### The metal 1 layer, run 1

Scale: 4 px per µm. Supply wires on this layer in gray. Cells faint in the background.
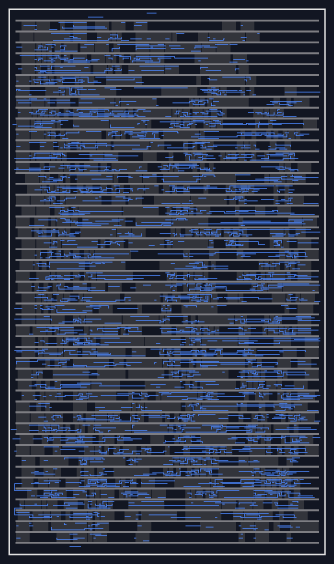
### Metal 2, run 1

Scale: 4 px per µm.
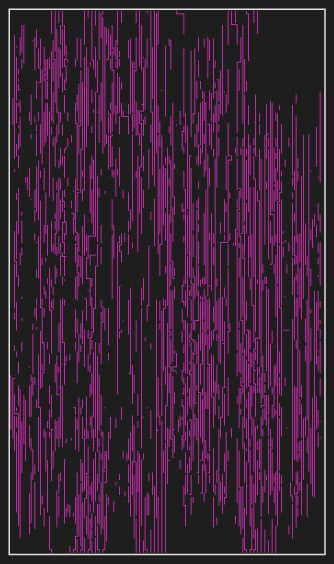
### Metal 3, run 1

Scale: 6 px per µm. Cells faint in the background.
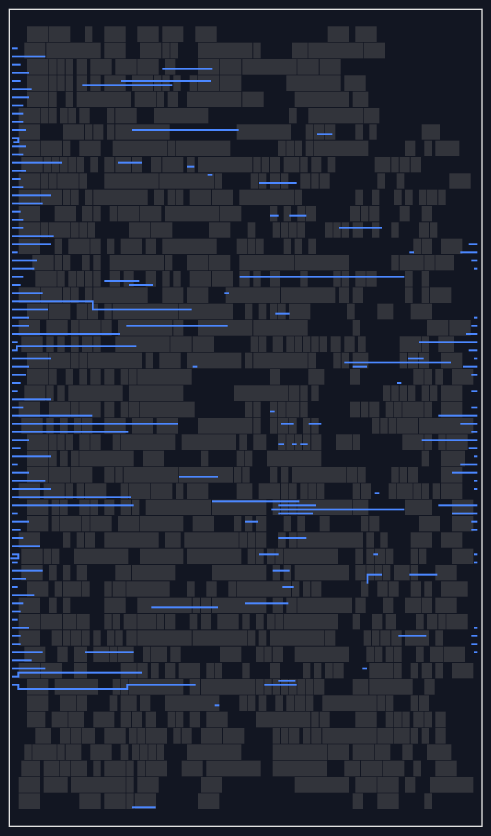
[src/rtl/rf_write_arbiter.sv]
// Two-requester register-file writeback arbiter with a destination scoreboard.
// Round-robin on contention, one registered write per cycle, pending mask for hazard checks.
module rf_sb_cell (
  input  logic Clk,
  input  logic Clr,
  input  logic set,
  input  logic clr,
  output logic q
);
  // A new reservation outranks the retiring write of an older producer.
  always_ff @(posedge Clk or negedge Clr)
    if (!Clr)     q <= 1'b0;
    else if (set) q <= 1'b1;
    else if (clr) q <= 1'b0;
endmodule

module rf_write_arbiter #(
  parameter int NUM_REQ  = 2,
  parameter int REG_W    = 5,
  parameter int DATA_W   = 32,
  parameter int NUM_REGS = 32
) (
  input  logic              Clk,
  input  logic              Clr,
  input  logic              req0_valid,
  input  logic [REG_W-1:0]  req0_rd,
  input  logic [DATA_W-1:0] req0_data,
  output logic              req0_ready,
  input  logic              req1_valid,
  input  logic [REG_W-1:0]  req1_rd,
  input  logic [DATA_W-1:0] req1_data,
  output logic              req1_ready,
  output logic [REG_W-1:0]  RD,
  output logic [DATA_W-1:0] dataRD,
  output logic              RW,
  input  logic              rsv_valid,
  input  logic [REG_W-1:0]  rsv_rd,
  input  logic [REG_W-1:0]  chk_rs,
  input  logic [REG_W-1:0]  chk_rt,
  output logic              hazard_rs,
  output logic              hazard_rt,
  output logic [NUM_REGS-1:0] pending
);
  typedef struct packed {
    logic [REG_W-1:0]  rd;
    logic [DATA_W-1:0] data;
  } wb_req_t;

  logic    [NUM_REQ-1:0] vld;
  logic    [NUM_REQ-1:0] gnt;
  wb_req_t [NUM_REQ-1:0] req;
  wb_req_t               sel;
  logic                  prio;
  logic                  xfer;
  logic                  contested;

  assign vld    = {req1_valid, req0_valid};
  assign req[0] = '{rd: req0_rd, data: req0_data};
  assign req[1] = '{rd: req1_rd, data: req1_data};

  // prio names the requester that wins when both are valid.
  assign contested = &vld;
  assign gnt[0]    = vld[0] && (!vld[1] || !prio);
  assign gnt[1]    = vld[1] && (!vld[0] ||  prio);
  assign req0_ready = gnt[0];
  assign req1_ready = gnt[1];
  assign xfer       = |gnt;
  assign sel        = gnt[1] ? req[1] : req[0];

  always_ff @(posedge Clk or negedge Clr)
    if (!Clr)           prio <= 1'b0;
    else if (contested) prio <= gnt[0];

  // Writes to r0 are consumed but never reach the register file.
  always_ff @(posedge Clk or negedge Clr)
    if (!Clr) begin
      RW     <= 1'b0;
      RD     <= '0;
      dataRD <= '0;
    end else if (xfer && (sel.rd != '0)) begin
      RW     <= 1'b1;
      RD     <= sel.rd;
      dataRD <= sel.data;
    end else begin
      RW     <= 1'b0;
    end

  assign pending[0] = 1'b0;
  for (genvar i = 1; i < NUM_REGS; i++) begin : g_sb
    rf_sb_cell u_cell (
      .Clk (Clk),
      .Clr (Clr),
      .set (rsv_valid && (rsv_rd == REG_W'(i))),
      .clr (RW && (RD == REG_W'(i))),
      .q   (pending[i])
    );
  end

  assign hazard_rs = pending[chk_rs];
  assign hazard_rt = pending[chk_rt];
endmodule

[config.mk]
export PLATFORM = sky130hd
export DESIGN_NAME = rf_write_arbiter
export DESIGN_NICKNAME = d
export VERILOG_FILES = /design/src/rtl/rf_write_arbiter.sv
export SDC_FILE = /design/constraint.sdc
export NUM_CORES = 1
export LEC_CHECK = 0
export ABC_AREA = 1
export CAP_MARGIN = 20
export CORE_ASPECT_RATIO = 1.75
export CORE_UTILIZATION = 45
export DETAILED_ROUTE_END_ITERATION = 10
export HOLD_SLACK_MARGIN = 0.06
export PLACE_DENSITY = 0.8
export SYNTH_ARGS = -nofsm -noshare
export SYNTH_HDL_FRONTEND = slang
export SYNTH_SLANG_ARGS = --single-unit
[constraint.sdc]
create_clock -name Clk -period 2 [get_ports Clk]
set_input_delay 0.4 -clock Clk [delete_from_list [all_inputs] [get_ports Clk]]
set_output_delay 0.4 -clock Clk [all_outputs]
set_load 0.02 [all_outputs]
==> notes.md, run 1 <==
The synthesis and PnR run went through. Reported max-cap violation count landed at 0. Count of mapped cells out of synthesis landed at 681. Static power due to leakage landed at 3.32 nW. Dividing the final minimum period by the clock period gives 94.9%. The final timing report lists a hold violation count of 0. Summing all flip-flop and latch instances after layout gives 1750 µm². IR analysis of the VDD net gives a maximum drop of 0.540 mV.

Per the STA report, the cell with the highest stage delay on the worst path is sky130_fd_sc_hd__clkdlybuf4s50_1. Clock insertion delay at the later pin of the skew report landed at 0.33 ns. Number of iterations in the first detailed-routing pass landed at 5. The worst setup path is launched from an input pin. The worst setup path is of the input pin to primary output kind. The data arrival time reported for the critical path is 1.50 ns.

Total power per unit cell area landed at 1070 nW/µm². Fraction of the core area covered by cells at the end of the flow landed at 68.2%. Walking the worst path, the cells encountered are clkdlybuf4s50_1 > a21boi_0 > dlygate4sd2_1.

The most used flip-flop cell after synthesis is sky130_fd_sc_hd__dfrtp_1. Setup slack after layout landed at 0.102 ns. The run finished with clean final reports. In this run, synthesis produced a sequential element count of 70.
Notes on 'The metal 1 layer' above:
main direction: horizontal
share of all routed wire: 34%
wire length on this layer: 5130 µm
longest straight run: 32.7 µm
global-route track usage on met1: 28.0%
number of vias after detailed routing: 4912

Notes on 'Metal 2' above:
nets with wire on the layer: 742
share of all routed wire: 57%
longest straight run: 84.3 µm
wire length on this layer: 8540 µm
global-route met2 utilization: 55.7%
final WL: 15.0 mm

Notes on 'Metal 3' above:
nets with wire on the layer: 144
main direction: horizontal
wire length on this layer: 754 µm
longest straight run: 27.4 µm
share of all routed wire: 5.0%
fraction of met3 tracks used by global routing: 5.10%

## run 1: through the flow
stage	area [µm²]	setup TNS [ns]	cells
floorplan	4610	0	681
global placement	6360	-3.15	947
detailed placement	6360	-5.58	947
CTS	6710	-0.0239	963
global route	6760	-0.00302	965
finish	6760	0	965
## run 1: Yosys cell counts, types with 5 or more instances
| master | number | area, µm² |
|---|---|---|
| sky130_fd_sc_hd__buf_2 | 12 | 60.1 |
| sky130_fd_sc_hd__buf_4 | 33 | 248 |
| sky130_fd_sc_hd__buf_6 | 6 | 67.6 |
| sky130_fd_sc_hd__clkbuf_1 | 14 | 52.6 |
| sky130_fd_sc_hd__dfrtp_1 | 70 | 1750 |
| sky130_fd_sc_hd__inv_1 | 32 | 120 |
| sky130_fd_sc_hd__nand2_1 | 310 | 1160 |
| sky130_fd_sc_hd__nand2_2 | 5 | 31.3 |
| sky130_fd_sc_hd__nand3_1 | 104 | 521 |
| sky130_fd_sc_hd__nand3_2 | 21 | 210 |
| sky130_fd_sc_hd__nor2_1 | 29 | 109 |
| sky130_fd_sc_hd__o21ai_0 | 30 | 150 |
## run 1: critical path, delay by kind of cell
| kind | cells | cell delay [ns] |
|---|---|---|
| AND-OR/OR-AND | 1 | 0.19 |
| buffers and inverters | 2 | 0.90 |
## run 1: cells by family after synthesis
logic type | after synthesis | synth area share [%]
other | 1 | 0.0813
and+or+nand+nor | 474 | 45.0
buffers and inverters | 101 | 12.9
DFF | 70 | 38.0
AOI/OAI and AO/OA | 35 | 4.04
## run 1: metal layers
layer,up-vias,GRT usage [%],part of all wire [%]
met4,0,17.0,3.6
li1,2430,-,-
met5,-,0,0
met3,30,5.10,5.0
met1,2255,28.0,34
met2,197,55.7,57
## run 1: layout make-up
class,count,share of cell area [%]
inverters,34,1.89
clock inverters,6,1.65
flip-flops and latches,70,25.9
repair buffers,211,31.2
multi-input cells,510,33.7
well taps,125,2.31
clock buffers,9,3.33
## run 1: flip-flops by register name, summed over array words and instances, names as in the netlist
signal and cells:
RW 1, RD 5, dataRD 32, prio 1, g_sb.u_cell.q 31
## run 1: power by group
| group | internal, W | total [W] | switching, W |
|---|---|---|---|
| Clock | 0.00121 | 0.00181 | 0.000597 |
| Combinational | 0.00149 | 0.00316 | 0.00166 |
| Sequential | 0.00184 | 0.00228 | 0.000435 |
## run 1: worst min path at each step
stage                     start        end  slack, ns
after floorplan             Clr      RD[0]       0.10
after global placement      Clr       prio       0.45
after detailed placement    Clr       prio       0.46
after CTS                   Clr       prio       0.11
after global routing        Clr  dataRD[0]       0.11
final                       Clr       prio       0.09
## run 1: timing repair
action / 4_1_cts / 5_1_grt
hold buffers: 0 / 0
setup endpoints to repair: 4 / 2
pin swaps: 1 / 2
gates resized: 26 / 13
setup buffers: 0 / 1
cloned: 1 / 1
endpoints found under the hold margin: 0 / 0
==> run 1 -> run 2 <==
- CAP_MARGIN: 20 -> 30
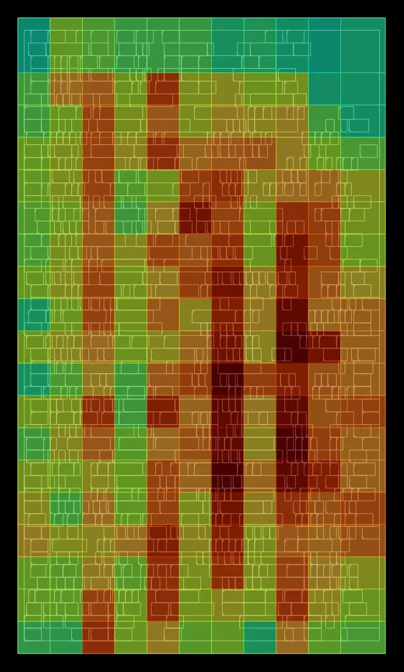
*Routing congestion map, run 2*
final core utilization: 68.2%
grt peak-use layer: met2
wire length per cell after detailed routing: 15.5 µm

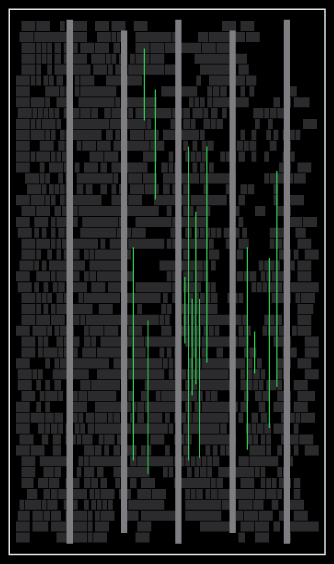
*Metal 4, run 2*
Scale: 4 px per µm. Supply wires on this layer in gray. Cells faint in the background.
longest straight run: 78.2 µm
nets with wire on the layer: 13

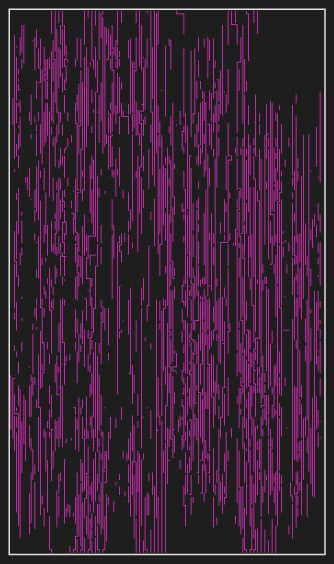
*Metal 2, run 2*
Scale: 4 px per µm.

==> run 2 against run 1 <==
Compared with the run above:
- utilization unchanged
- flip-flop count stayed put
- non-clock buffer count unchanged
- count of clock-buffer cells in the layout unchanged
- wire length did not move
- combinational power about the same
- global-route usage unchanged
- critical path depth unchanged
- area after synthesis did not move
- largest cell class unchanged
- largest power group unchanged
- highest routed layer unchanged
==> notes.md, run 2 <==
The synthesis and PnR run went through. The most common cell in the netlist is sky130_fd_sc_hd__nand2_1 (unchanged). Internal power landed at 0.00454 W (unchanged). The flip-flop count of the largest register, all copies and words added is 32 (unchanged). The sequential power share is 31.4% (about the same). Fraction of power consumed by combinational cells landed at 43.6% (about the same). The leading register cell type out of synthesis is sky130_fd_sc_hd__dfrtp_1 (unchanged). The total power per unit cell area came to 1070 nW/µm² (unchanged). The worst-path cell with the longest stage delay was sky130_fd_sc_hd__clkdlybuf4s50_1 (unchanged). Count of placed standard cells in the final layout, fillers left out landed at 965 (unchanged). The number of iterations in the first detailed-routing pass was 5 (unchanged). The count of mapped cells out of synthesis was 681 (unchanged). Largest cells by area after synthesis: sky130_fd_sc_hd__dfrtp_1 (38%), sky130_fd_sc_hd__nand2_1 (25%), sky130_fd_sc_hd__nand3_1 (11%), sky130_fd_sc_hd__buf_4 (5.4%), sky130_fd_sc_hd__nand3_2 (4.6%) (unchanged).

Proportion of power drawn by the clock network landed at 25.0% (about the same). Leading cell types by count after synthesis: sky130_fd_sc_hd__nand2_1 (310), sky130_fd_sc_hd__nand3_1 (104), sky130_fd_sc_hd__dfrtp_1 (70) (unchanged). The aggregate negative setup slack was 0 ns (unchanged). The number of instances in the placed design came to 947 (unchanged). The reported max-cap violation count was 0 (unchanged). Switching share of total power landed at 37.2% (unchanged). Peak ir drop on the vdd network landed at 0.540 mV (unchanged).

The type of the setup path with the least slack was input pin to primary output (unchanged). Total of flip-flops plus latches after synthesis landed at 70 (unchanged). Worst-path cell chain: clkdlybuf4s50_1 > a21boi_0 > dlygate4sd2_1 (unchanged).

Run status: complete, no violations (unchanged). Net switching power landed at 0.00270 W (unchanged). Count of final hold-check violations landed at 0 (unchanged). The post-route fraction of the period consumed by the critical path was 94.9% (unchanged).
## run 2: cell counts after synthesis
Identical to the previous run, type by type.
## run 2: what timing repair did
action	in CTS	in global routing
hold endpoints to repair	0	0
gates resized	26	13
cloned	1	1
buffers inserted	0	1
pin swaps	1	2
endpoints found under the setup margin	4	2
hold buffers	0	0
## run 2: per-stage QoR
stage	util (%)	hold slack [ns]	total power [W]	setup slack (ns)	instance area [µm²]
CTS	67.8	0.112	0.00724	-0.0239	6710
global placement	64.2	0.445	0.00536	-0.661	6360
global route	68.2	0.113	0.00763	-0.00302	6760
detailed placement	64.2	0.461	0.00543	-0.691	6360
floorplan	-	0.104	0.00414	0.159	4610
finish	68.2	0.0853	0.00724	0.102	6760
## run 2: area by class of cell
| type | count | area, µm² |
|---|---|---|
| tap | 125 | 156 |
| sequential | 70 | 1750 |
| clock buffer | 9 | 225 |
| inverter | 34 | 128 |
| clock inverter | 6 | 111 |
| fill | 849 | 3150 |
| multi-input combinational | 510 | 2280 |
| timing repair buffer | 211 | 2110 |
## run 2: cells by family after synthesis
kind of cell / after synthesis / share of synthesized area [%]
AND/OR/NAND/NOR: 474 / 45.0
other: 1 / 0.0813
flip-flops: 70 / 38.0
AND-OR/OR-AND: 35 / 4.04
buffers and inverters: 101 / 12.9
## run 2: routing by layer
layer  GRT usage [%]  vias up  wire [µm]
li1                -     2430          -
met3            5.10       30        753
met4            17.0        0        546
met5               0        -          0
met1            28.0     2255       5130
met2            55.7      197       8540
## run 2: power groups by stage
stage	clock (W)	combinational, W	sequential, W
2_1_floorplan	0	0.00184	0.00230
3_5_place_dp	0	0.00313	0.00230
6_report	0.00181	0.00316	0.00228
4_1_cts	0.00183	0.00314	0.00228
5_1_grt	0.00187	0.00342	0.00234
3_3_place_gp	0	0.00307	0.00229
## run 2: worst max-delay path by stage
stage | from | endpoint | slack, ns
floorplan | chk_rs[0] | hazard_rs | 0.16
detailed placement | chk_rs[0] | hazard_rs | -0.69
global route | g_sb[9].u_cell.q | hazard_rt | -0.003
CTS | chk_rs[2] | hazard_rs | -0.02
global placement | chk_rs[0] | hazard_rs | -0.66
finish | req0_valid | req0_ready | 0.10
## run 2: worst max-delay path: cells and delay by family
| kind | cells | cell delay (ns) |
|---|---|---|
| buffers and inverters | 2 | 0.90 |
| AND-OR/OR-AND | 1 | 0.19 |
No activity file was given, so power comes from the tool's default toggle rates.
